--- config.mk ---
export PLATFORM = sky130hd
export DESIGN_NAME = yarp_lsu
export DESIGN_NICKNAME = d
export VERILOG_FILES = /design/src/rtl/yarp_pkg.sv /design/src/rtl/yarp_lsu_align.sv /design/src/rtl/yarp_lsu.sv
export SDC_FILE = /design/constraint.sdc
export NUM_CORES = 1
export LEC_CHECK = 0
export ABC_AREA = 1
export CAP_MARGIN = 0
export CORE_MARGIN = 5
export CORE_UTILIZATION = 30
export DETAILED_ROUTE_END_ITERATION = 12
export HOLD_SLACK_MARGIN = 0.1
export MAX_ROUTING_LAYER = met4
export PLACE_DENSITY = 0.6
export SETUP_SLACK_MARGIN = 0.3
export SLEW_MARGIN = 20
export SYNTH_ARGS = -nofsm -noshare
export SYNTH_HDL_FRONTEND = slang
export SYNTH_SLANG_ARGS = --single-unit
--- constraint.sdc ---
create_clock -name clk -period 3.6 [get_ports clk]
set_clock_uncertainty 0.15 [all_clocks]
set_input_delay 0.36 -clock clk [delete_from_list [all_inputs] [get_ports clk]]
set_output_delay 0.36 -clock clk [all_outputs]
set_load 0.05 [all_outputs]
--- src/rtl/yarp_pkg.sv ---
// Shared types and helpers for the YARP RV32I core.
// The LSU uses the access-size encoding and the alignment check defined here.
package yarp_pkg;

    typedef enum logic [1:0] {
        BYTE = 2'b00,
        HALF = 2'b01,
        WORD = 2'b10
    } lsu_size_t;

    localparam logic [1:0] LSU_SIZE_RSVD = 2'b11;

    // True for accesses that must complete with an error and never reach memory.
    function automatic logic lsu_illegal(input logic [1:0] size, input logic [1:0] addr_lo);
        logic bad;
        bad = 1'b0;
        case (size)
            HALF:          bad = addr_lo[0];
            WORD:          bad = (addr_lo != 2'b00);
            LSU_SIZE_RSVD: bad = 1'b1;
            default:       bad = 1'b0;
        endcase
        return bad;
    endfunction

endpackage

--- src/rtl/yarp_lsu_align.sv ---
// Combinational byte-lane steering for the LSU: store side (byte enables,
// data replication, legality) and load side (lane extraction, sign/zero extension).
module yarp_lsu_align
    import yarp_pkg::*;
(
    input  logic [1:0]  req_addr_lo,
    input  logic [1:0]  req_size,
    input  logic [31:0] wr_data,
    input  logic [1:0]  ld_addr_lo,
    input  logic [1:0]  ld_size,
    input  logic        ld_zero_extnd,
    input  logic [31:0] rdata,
    output logic        illegal,
    output logic [3:0]  byte_en,
    output logic [31:0] wr_data_rep,
    output logic [31:0] ld_data
);

    logic [31:0] shifted;

    always_comb begin
        byte_en     = 4'b0000;
        wr_data_rep = wr_data;
        case (req_size)
            BYTE: begin
                byte_en     = 4'b0001 << req_addr_lo;
                wr_data_rep = {4{wr_data[7:0]}};
            end
            HALF: begin
                byte_en     = 4'b0011 << {req_addr_lo[1], 1'b0};
                wr_data_rep = {2{wr_data[15:0]}};
            end
            WORD: begin
                byte_en     = 4'b1111;
                wr_data_rep = wr_data;
            end
            default: begin
                byte_en     = 4'b0000;
                wr_data_rep = wr_data;
            end
        endcase
    end

    assign illegal = lsu_illegal(req_size, req_addr_lo);

    // Bring the addressed lane down to bit 0; words are always aligned so the shift is a no-op.
    assign shifted = rdata >> {ld_addr_lo, 3'b000};

    always_comb begin
        ld_data = shifted;
        case (ld_size)
            BYTE:    ld_data = {{24{~ld_zero_extnd & shifted[7]}}, shifted[7:0]};
            HALF:    ld_data = {{16{~ld_zero_extnd & shifted[15]}}, shifted[15:0]};
            default: ld_data = shifted;
        endcase
    end

endmodule

--- src/rtl/yarp_lsu.sv ---
// Sequential load/store unit: one request/grant/response transaction per access,
// with a cycle budget that aborts a stalled access with an error.
module yarp_lsu
    import yarp_pkg::*;
#(
    parameter int TIMEOUT_CYCLES = 255
) (
    input  logic        clk,
    input  logic        reset,
    input  logic        lsu_req_i,
    input  logic [31:0] lsu_addr_i,
    input  logic        lsu_wr_i,
    input  logic [1:0]  lsu_size_i,
    input  logic        lsu_zero_extnd_i,
    input  logic [31:0] lsu_wr_data_i,
    output logic        lsu_busy_o,
    output logic        lsu_done_o,
    output logic        lsu_err_o,
    output logic [31:0] lsu_rd_data_o,
    output logic        mem_req_o,
    output logic [31:0] mem_addr_o,
    output logic        mem_wr_o,
    output logic [3:0]  mem_byte_en_o,
    output logic [31:0] mem_wr_data_o,
    input  logic        mem_gnt_i,
    input  logic        mem_rvalid_i,
    input  logic [31:0] mem_rdata_i
);

    typedef enum logic [1:0] {
        IDLE = 2'b00,
        REQ  = 2'b01,
        WAIT = 2'b10,
        DONE = 2'b11
    } lsu_state_t;

    localparam int CW = (TIMEOUT_CYCLES < 2) ? 1 : $clog2(TIMEOUT_CYCLES);

    lsu_state_t  state;
    logic [1:0]  ld_addr_lo;
    logic [1:0]  ld_size;
    logic        ld_zero_extnd;
    logic [CW-1:0] tmo_cnt;

    logic        illegal;
    logic [3:0]  byte_en;
    logic [31:0] wr_data_rep;
    logic [31:0] ld_data;
    logic        timeout_hit;

    yarp_lsu_align u_align (
        .req_addr_lo   (lsu_addr_i[1:0]),
        .req_size      (lsu_size_i),
        .wr_data       (lsu_wr_data_i),
        .ld_addr_lo    (ld_addr_lo),
        .ld_size       (ld_size),
        .ld_zero_extnd (ld_zero_extnd),
        .rdata         (mem_rdata_i),
        .illegal       (illegal),
        .byte_en       (byte_en),
        .wr_data_rep   (wr_data_rep),
        .ld_data       (ld_data)
    );

    // The counter holds the cycles already spent in REQ/WAIT, so the current
    // cycle is the last one allowed when it reaches TIMEOUT_CYCLES-1.
    assign timeout_hit = (TIMEOUT_CYCLES != 0) && (tmo_cnt == CW'(TIMEOUT_CYCLES - 1));

    always_ff @(posedge clk) begin
        if (reset) begin
            state         <= IDLE;
            ld_addr_lo    <= 2'b00;
            ld_size       <= 2'b00;
            ld_zero_extnd <= 1'b0;
            tmo_cnt       <= '0;
            lsu_busy_o    <= 1'b0;
            lsu_done_o    <= 1'b0;
            lsu_err_o     <= 1'b0;
            lsu_rd_data_o <= 32'h0;
            mem_req_o     <= 1'b0;
            mem_addr_o    <= 32'h0;
            mem_wr_o      <= 1'b0;
            mem_byte_en_o <= 4'b0000;
            mem_wr_data_o <= 32'h0;
        end else begin
            case (state)
                IDLE: begin
                    lsu_done_o <= 1'b0;
                    lsu_err_o  <= 1'b0;
                    tmo_cnt    <= '0;
                    if (lsu_req_i) begin
                        ld_addr_lo    <= lsu_addr_i[1:0];
                        ld_size       <= lsu_size_i;
                        ld_zero_extnd <= lsu_zero_extnd_i;
                        mem_addr_o    <= {lsu_addr_i[31:2], 2'b00};
                        mem_wr_o      <= lsu_wr_i;
                        mem_byte_en_o <= byte_en;
                        mem_wr_data_o <= wr_data_rep;
                        lsu_busy_o    <= 1'b1;
                        if (illegal) begin
                            state         <= DONE;
                            lsu_done_o    <= 1'b1;
                            lsu_err_o     <= 1'b1;
                            lsu_rd_data_o <= 32'h0;
                        end else begin
                            state     <= REQ;
                            mem_req_o <= 1'b1;
                        end
                    end
                end
                REQ: begin
                    tmo_cnt <= tmo_cnt + CW'(1);
                    if (timeout_hit) begin
                        mem_req_o     <= 1'b0;
                        state         <= DONE;
                        lsu_done_o    <= 1'b1;
                        lsu_err_o     <= 1'b1;
                        lsu_rd_data_o <= 32'h0;
                    end else if (mem_gnt_i) begin
                        mem_req_o <= 1'b0;
                        state     <= WAIT;
                    end
                end
                WAIT: begin
                    tmo_cnt <= tmo_cnt + CW'(1);
                    if (timeout_hit) begin
                        state         <= DONE;
                        lsu_done_o    <= 1'b1;
                        lsu_err_o     <= 1'b1;
                        lsu_rd_data_o <= 32'h0;
                    end else if (mem_rvalid_i) begin
                        state         <= DONE;
                        lsu_done_o    <= 1'b1;
                        lsu_err_o     <= 1'b0;
                        lsu_rd_data_o <= mem_wr_o ? 32'h0 : ld_data;
                    end
                end
                DONE: begin
                    lsu_done_o <= 1'b0;
                    lsu_err_o  <= 1'b0;
                    lsu_busy_o <= 1'b0;
                    state      <= IDLE;
                end
                default: state <= IDLE;
            endcase
        end
    end

endmodule

==> flow.log, run 1 <==
[report] implementation figures
INFO  metric status = completed
INFO  metric power.internal = 3.694 mW
INFO  metric cts_resized = 0
INFO  metric antenna_cells = 0
INFO  metric critical_path_peak_fanout = 35
INFO  metric synth_area = 5669 µm²
INFO  metric tritoncts_buffer_count = 17
INFO  metric drive_gt1_frac = 0.06972
INFO  metric yosysTopAreaCellShare = 0.4167
INFO  metric log.warning_count = 32
INFO  metric power_frac_comb = 0.465
INFO  metric hold_path.startpoint = lsu_done_o
INFO  metric dpl.hpwl = 14.28 mm
INFO  metric crit_required = 3.71 ns
INFO  metric r2r_slack = 1.23 ns
INFO  metric unrepaired_setup_endpoints_after_global_routing = false
INFO  metric slowest_stage = sky130_fd_sc_hd__inv_2
INFO  metric synth.mux.area_fraction = 0
INFO  metric slew_viol_final = 0
INFO  metric final.hold.worst_slack = 0.3131 ns
INFO  metric critical_path.endpoint_type = flip-flop
INFO  metric final_nets = 1104
INFO  metric design_power_total = 6.656 mW
INFO  metric netlist.top_cell.by_area = sky130_fd_sc_hd__dfxtp_1
INFO  metric critPathMaxStageDelay = 0.49 ns
INFO  metric period_minus_slack = 2.373 ns
INFO  metric post_drt_antenna_nets = 0
INFO  metric max_cap_violations = 0
INFO  metric cts_buffer_depth = 2
INFO  metric globalRoute.totalOverflow = 0
INFO  metric placement_rows = 50
INFO  metric finish.cell_count_without_fillers = 1238
INFO  metric leakagePower = 3.366 nW
INFO  metric post_drt_wl_per_cell = 16.04 µm
INFO  metric ys_async_sr_fraction = 0
INFO  metric worst_r2r_startpoint = ld_addr_lo[1]
INFO  metric worst-slew-pin-transition = 0.7016 ns
INFO  metric critPathTopFamily = simple AND/OR/NAND/NOR gates
INFO  metric setup_violations = 0
INFO  metric path_category_of_the_worst_min_delay_check = reg -> reg
INFO  metric grt_max_degree = 62
INFO  metric layout.area.comb = 2867 µm²
INFO  metric worstSetupStartpoint = ld_addr_lo[1]
INFO  metric timing_worst_setup_path_type = reg -> reg
INFO  metric critical_path.cell_chain = inv_2, nand3_1, nand3_2, nand3_2, nand3_1, a21oi_1
INFO  metric core_area = 18640 µm²
INFO  metric finalCritPeriodShare = 0.6593
INFO  metric sequentialPowerShare = 0.264
INFO  metric port-buffer-count = 207
INFO  metric yosysWarningCount = 0
INFO  metric fp.dieArea = 21750 µm²
INFO  metric fa_ha_maj_area_frac = 0.01766
INFO  metric vias_per_cell = 4.896
INFO  metric synth-main-ff-cell = sky130_fd_sc_hd__dfxtp_1
INFO  metric start_kind = flip-flop
INFO  metric fmax = 0.4213 GHz
INFO  metric critical_path.n_buffers_inverters = 1
INFO  metric fill_cells = 1902
INFO  metric layout.area.seq = 2362 µm²
INFO  metric synth_cell_type_count = 36
INFO  metric drt_first_pass_iters = 4
INFO  metric clk-insertion-delay-late = 0.41 ns
INFO  metric synth.yosys.seq_area_share = 0.4167
INFO  metric grt_first_pass_wirelength = 31.07 mm
INFO  metric ctsHoldBuffers = 0
==> run 1: state kept, by name, summed over array words and instances, names as in the netlist <==
signal and count:
lsu_rd_data_o 32, mem_wr_data_o 32, mem_req_o 1, ld_zero_extnd 1, lsu_err_o 1, ld_size 2, state 2, tmo_cnt 8
mem_addr_o 30, ld_addr_lo 2, lsu_busy_o 1, mem_wr_o 1, lsu_done_o 1, mem_byte_en_o 4
==> run 1: path summary, 6_finish.rpt <==
check,end,cells past startpoint
worst min register to register,lsu_done_o,2
worst min-delay path,lsu_done_o,2
worst max register to register,lsu_rd_data_o[28],6
worst max-delay path,lsu_rd_data_o[28],6
==> run 1: worst reg2reg max path: cells and delay by family (launching register included) <==
family,cells,cell delay [ns]
flops,1,0.46
compound gates,1,0.08
simple gates,4,1.04
buf+inv,1,0.49
==> run 1: metal layers <==
metal | vias up | wire [µm] | track usage
met3 | 8 | 2142 | 0.08277
met2 | 241 | 8723 | 0.2804
li1 | 3069 | - | -
met4 | 0 | 144 | 0.03821
met1 | 2743 | 8853 | 0.2276
met5 | - | 0 | -
==> run 1: per-stage QoR <==
step / cell area [µm²] / utilization
floorplan: 5673 / -
global placement: 7845 / 0.4208
detailed placement: 7845 / 0.4208
CTS: 8468 / 0.4542
global route: 8468 / 0.4542
finish: 8468 / 0.4542
==> run 1: cell families after synthesis <==
kind of cell,Yosys count
simple gates,363
compound gates,217
flops,118
buf+inv,102
fa+ha+maj,8
other cells,1
==> run 1: layout by cell type (no fill, tap or decap), drive strengths merged, types with 2 or more instances in the layout <==
cell,netlist,routed
a211oi,2,2
a21oi,84,84
a22oi,8,8
a31oi,7,7
buf,24,9
bufinv,0,4
clkbuf,29,20
clkdlybuf4s50,0,206
clkinv,2,7
clkinvlp,0,2
conb,1,2
dfxtp,118,118
ha,8,8
inv,47,48
nand2,175,175
nand3,63,63
nand3b,2,2
nand4,4,4
nor2,110,110
nor3,6,6
o211ai,5,5
o21ai,102,102
o221ai,8,8
==> run 1: area by class of cell <==
class                      instances  share of cell area
inverter                          49             0.02172
multi-input combinational        590              0.3385
tap                              234             0.03457
clock buffer                      20             0.05275
timing repair buffer             215              0.2527
sequential                       118              0.2790
clock inverter                    12             0.02083
==> run 1: power by group through the flow <==
stage / logic [mW] / registers (mW) / clock network, mW
2_1_floorplan: 1.39 / 2.56 / 0
3_3_place_gp: 3.13 / 1.77 / 0
3_5_place_dp: 3.10 / 1.78 / 0
4_1_cts: 3.12 / 1.76 / 1.84
5_1_grt: 3.36 / 1.79 / 1.90
6_report: 3.10 / 1.76 / 1.80
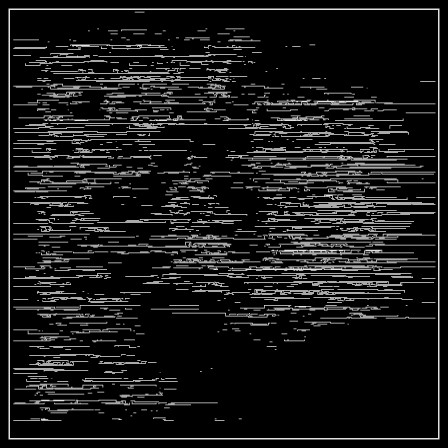
run_1/layer_met1.png
share of all routed wire	45%
nets with wire on the layer	983
longest straight run	45.5 µm
main direction	horizontal
Total Wirelength: 19.86 mm
via total after detailed routing: 6061

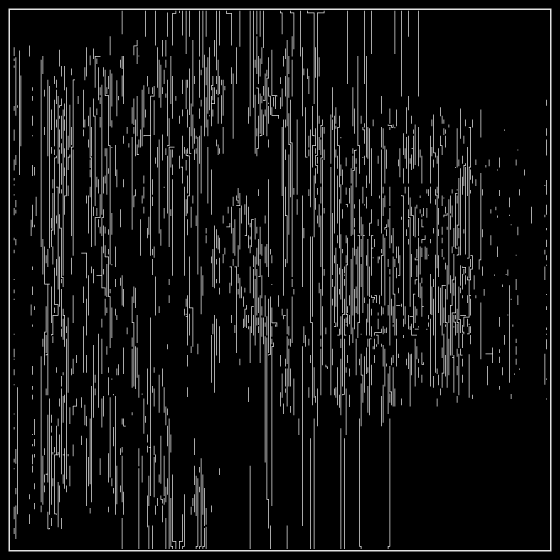
run_1/layer_met2.png
main direction	vertical
wire length on this layer	8720 µm
nets with wire on the layer	874
share of all routed wire	44%
met2 Resource Use GR: 0.2804

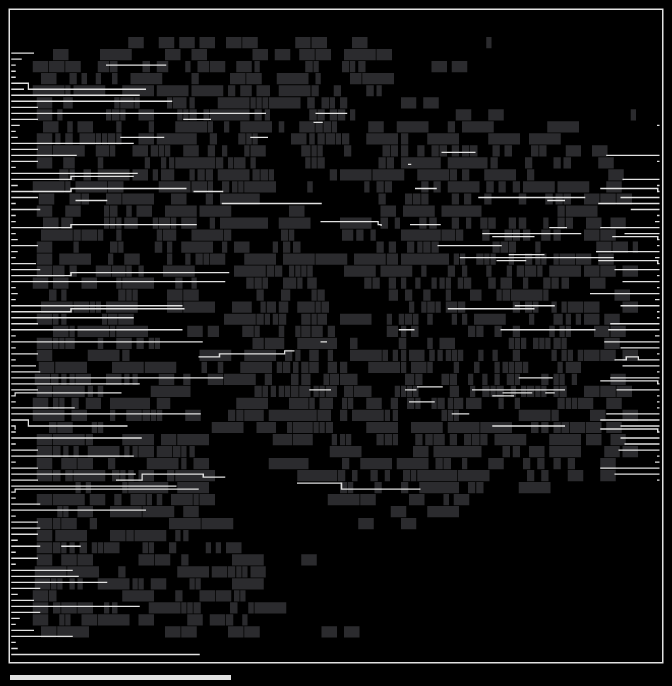
run_1/layer_met3.png
The bar under the picture is 50 µm long.
wire length on this layer	2140 µm
longest straight run	57.3 µm
share of all routed wire	11%
main direction	horizontal
fraction of met3 tracks used by global routing: 0.08277

run_1/congestion.png
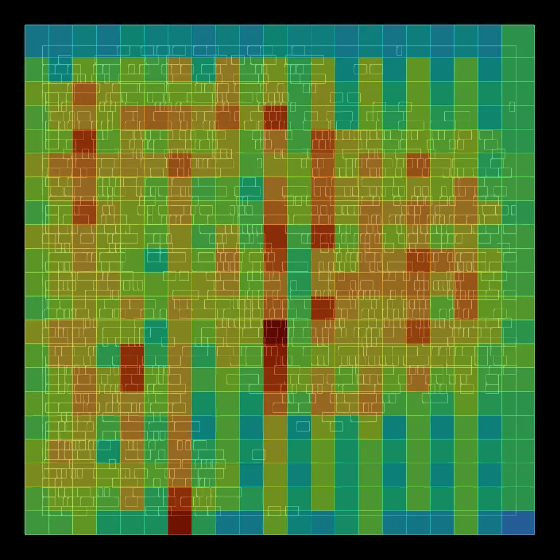

## Run 2: what changed since run 1
==> constraint.sdc (replaced) <==
create_clock -name clk -period 2.2 [get_ports clk]
set_clock_uncertainty 0.15 [all_clocks]
set_input_delay 0.22 -clock clk [delete_from_list [all_inputs] [get_ports clk]]
set_output_delay 0.22 -clock clk [all_outputs]
set_load 0.05 [all_outputs]
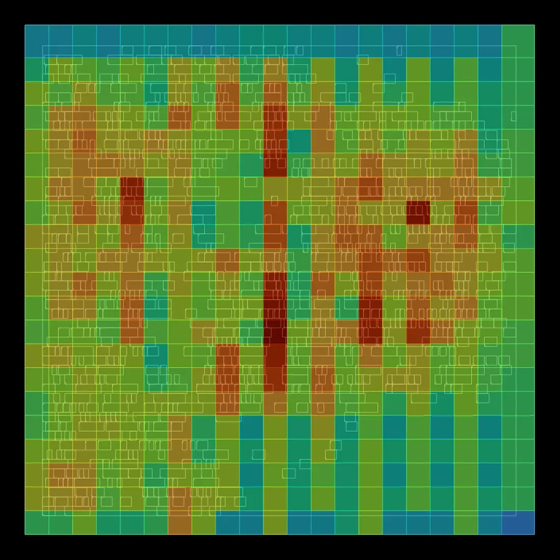
run_2/congestion.png
met2 Resource Use GR: 0.2726
end-of-flow core utilization: 0.4679
fraction of met3 tracks used by global routing: 0.09227
combined global-route utilization of all metal layers: 0.1858

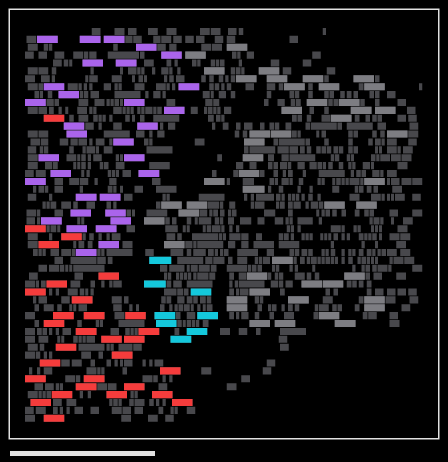
run_2/flops_by_reg.png
The bar under the picture is 50 µm long.
signal	colour	sequential cells
mem_addr_o	red	30
mem_wr_data_o	purple	32
tmo_cnt	cyan	8
not coloured	48
sequential power: 2.83 mW
area used by sequential logic in the layout: 2366 µm²

==> run 2 against run 1 <==
Against the previous run: combinational power rose by 78%; flip-flop count unchanged; clock power grew 53%; non-clock buffer count up 31; sequential power rose by 61%.
==> flow.log, run 2 <==
[report] implementation figures
INFO  metric status = completed
INFO  metric log.warning_count = 32 (unchanged)
INFO  metric biggestRegsByFlops = lsu_rd_data_o: 32 flops, mem_wr_data_o: 32 flops, mem_addr_o: 30 flops
INFO  metric drt_first_pass_iters = 5 (+1)
INFO  metric r2r_slack = 0.38 ns (-0.85 ns)
INFO  metric tritoncts_buffer_count = 17 (unchanged)
INFO  metric port-buffer-count = 207 (unchanged)
INFO  metric final_common_cell = sky130_fd_sc_hd__nand2_1
INFO  metric postLayoutCellArea = 8722 µm² (+3.0%)
INFO  metric fp.dieArea = 21750 µm² (unchanged)
INFO  metric ys_async_sr_fraction = 0 (unchanged)
INFO  metric post_drt_wl_per_cell = 15.96 µm (-0.52%)
INFO  metric synth_area = 5669 µm² (unchanged)
INFO  metric synth.mux.area_fraction = 0 (unchanged)
INFO  metric cell_area_after_placement = 8055 µm² (+2.7%)
INFO  metric clk-insertion-delay-late = 0.41 ns (about the same)
INFO  metric worst_hold_end = mem_req_o
INFO  metric hold_path.startpoint = reset
INFO  metric final_nets = 1135 (+2.8%)
INFO  metric gr-max-usage-layer = met2
INFO  metric antenna_cells = 0 (unchanged)
INFO  metric drive_gt1_frac = 0.1140 (+0.04429)
INFO  metric fa_ha_maj_area_frac = 0.01766 (unchanged)
INFO  metric placement_rows = 50 (unchanged)
INFO  metric critical_path.cell_chain = inv_2, ha_2, inv_2, nor2_2, nand2_2, nand3b_4, nand2_8, nor2_8, clkbuf_16, nand3_1, a21oi_2
INFO  metric post_drt_antenna_nets = 0 (unchanged)
INFO  metric grt_first_pass_wirelength = 31.43 mm (+1.2%)
INFO  metric max_cap_violations = 0 (unchanged)
INFO  metric yosysTopAreaCellShare = 0.4167 (unchanged)
INFO  metric fmax = 0.5481 GHz (+30%)
INFO  metric worst-slew-pin-transition = 0.7071 ns (+0.005508 ns)
INFO  metric critical_path_peak_fanout = 7 (-80%)
INFO  metric setup_violations = 0 (unchanged)
INFO  metric slowest_stage = sky130_fd_sc_hd__dfxtp_2
INFO  metric layout_top_cells = sky130_fd_sc_hd__nand2_1, sky130_fd_sc_hd__dfxtp_1, sky130_fd_sc_hd__nor2_1
INFO  metric synth.yosys.seq_area_share = 0.4167 (unchanged)
-- run 2: area by class of cell --
type	count	area share
timing repair buffer	246	0.2673
multi-input combinational	590	0.3383
tap	234	0.03357
sequential	118	0.2713
clock inverter	14	0.01707
clock buffer	18	0.05035
inverter	49	0.02223
-- run 2: stage by stage --
| step | power [mW] | utilization | hold slack (ns) |
|---|---|---|---|
| 2_1_floorplan | 6.454 | - | 0.2278 |
| 3_3_place_gp | 8.285 | 0.4321 | 0.3032 |
| 3_5_place_dp | 8.288 | 0.4321 | 0.3098 |
| 4_1_cts | 10.86 | 0.4581 | 0.1415 |
| 5_1_grt | 11.77 | 0.4679 | 0.1560 |
| 6_report | 11.11 | 0.4679 | 0.1476 |
-- run 2: critical path, delay by kind of cell, from the launching register on --
family	cells	cell delay, ns
adder cells (fa/ha/maj)	1	0.16
buffers and inverters	3	0.28
AND/OR/NAND/NOR	6	0.70
flip-flops	1	0.33
AND-OR/OR-AND	1	0.13
-- run 2: worst max path at each step --
stage | slack [ns] | start | endpoint
floorplan | 0.37 | state[0] | mem_byte_en_o[0]
global placement | 0.13 | mem_rdata_i[31] | lsu_rd_data_o[23]
detailed placement | 0.12 | mem_rdata_i[31] | lsu_rd_data_o[20]
CTS | 0.30 | tmo_cnt[0] | lsu_rd_data_o[21]
global route | 0.26 | tmo_cnt[0] | lsu_rd_data_o[23]
finish | 0.38 | tmo_cnt[0] | lsu_rd_data_o[30]
-- run 2: report_power, final --
part	switching, mW	internal [mW]
Combinational	3.75	1.77
Clock	1.06	1.70
Sequential	0.242	2.58
-- run 2: layer usage --
layer / vias to the layer above / wire [µm]
met3: 10 / 2401
li1: 3130 / -
met2: 252 / 8919
met5: - / 0
met4: 0 / 150
met1: 2857 / 8783
-- run 2: repair_timing --
action | in CTS | in global routing
pin swaps | 1 | 5
cloned | 0 | 2
endpoints found under the setup margin | 147 | 54
setup buffers | 0 | 6
resized | 109 | 30
hold buffers | 0 | 0
-- run 2: cells by family after synthesis --
family                   count (synthesis)
adder cells (fa/ha/maj)                  8
AND-OR/OR-AND                          217
flip-flops                             118
AND/OR/NAND/NOR                        363
other                                    1
buffers and inverters                  102
Power is estimated from default activity; no workload was simulated.
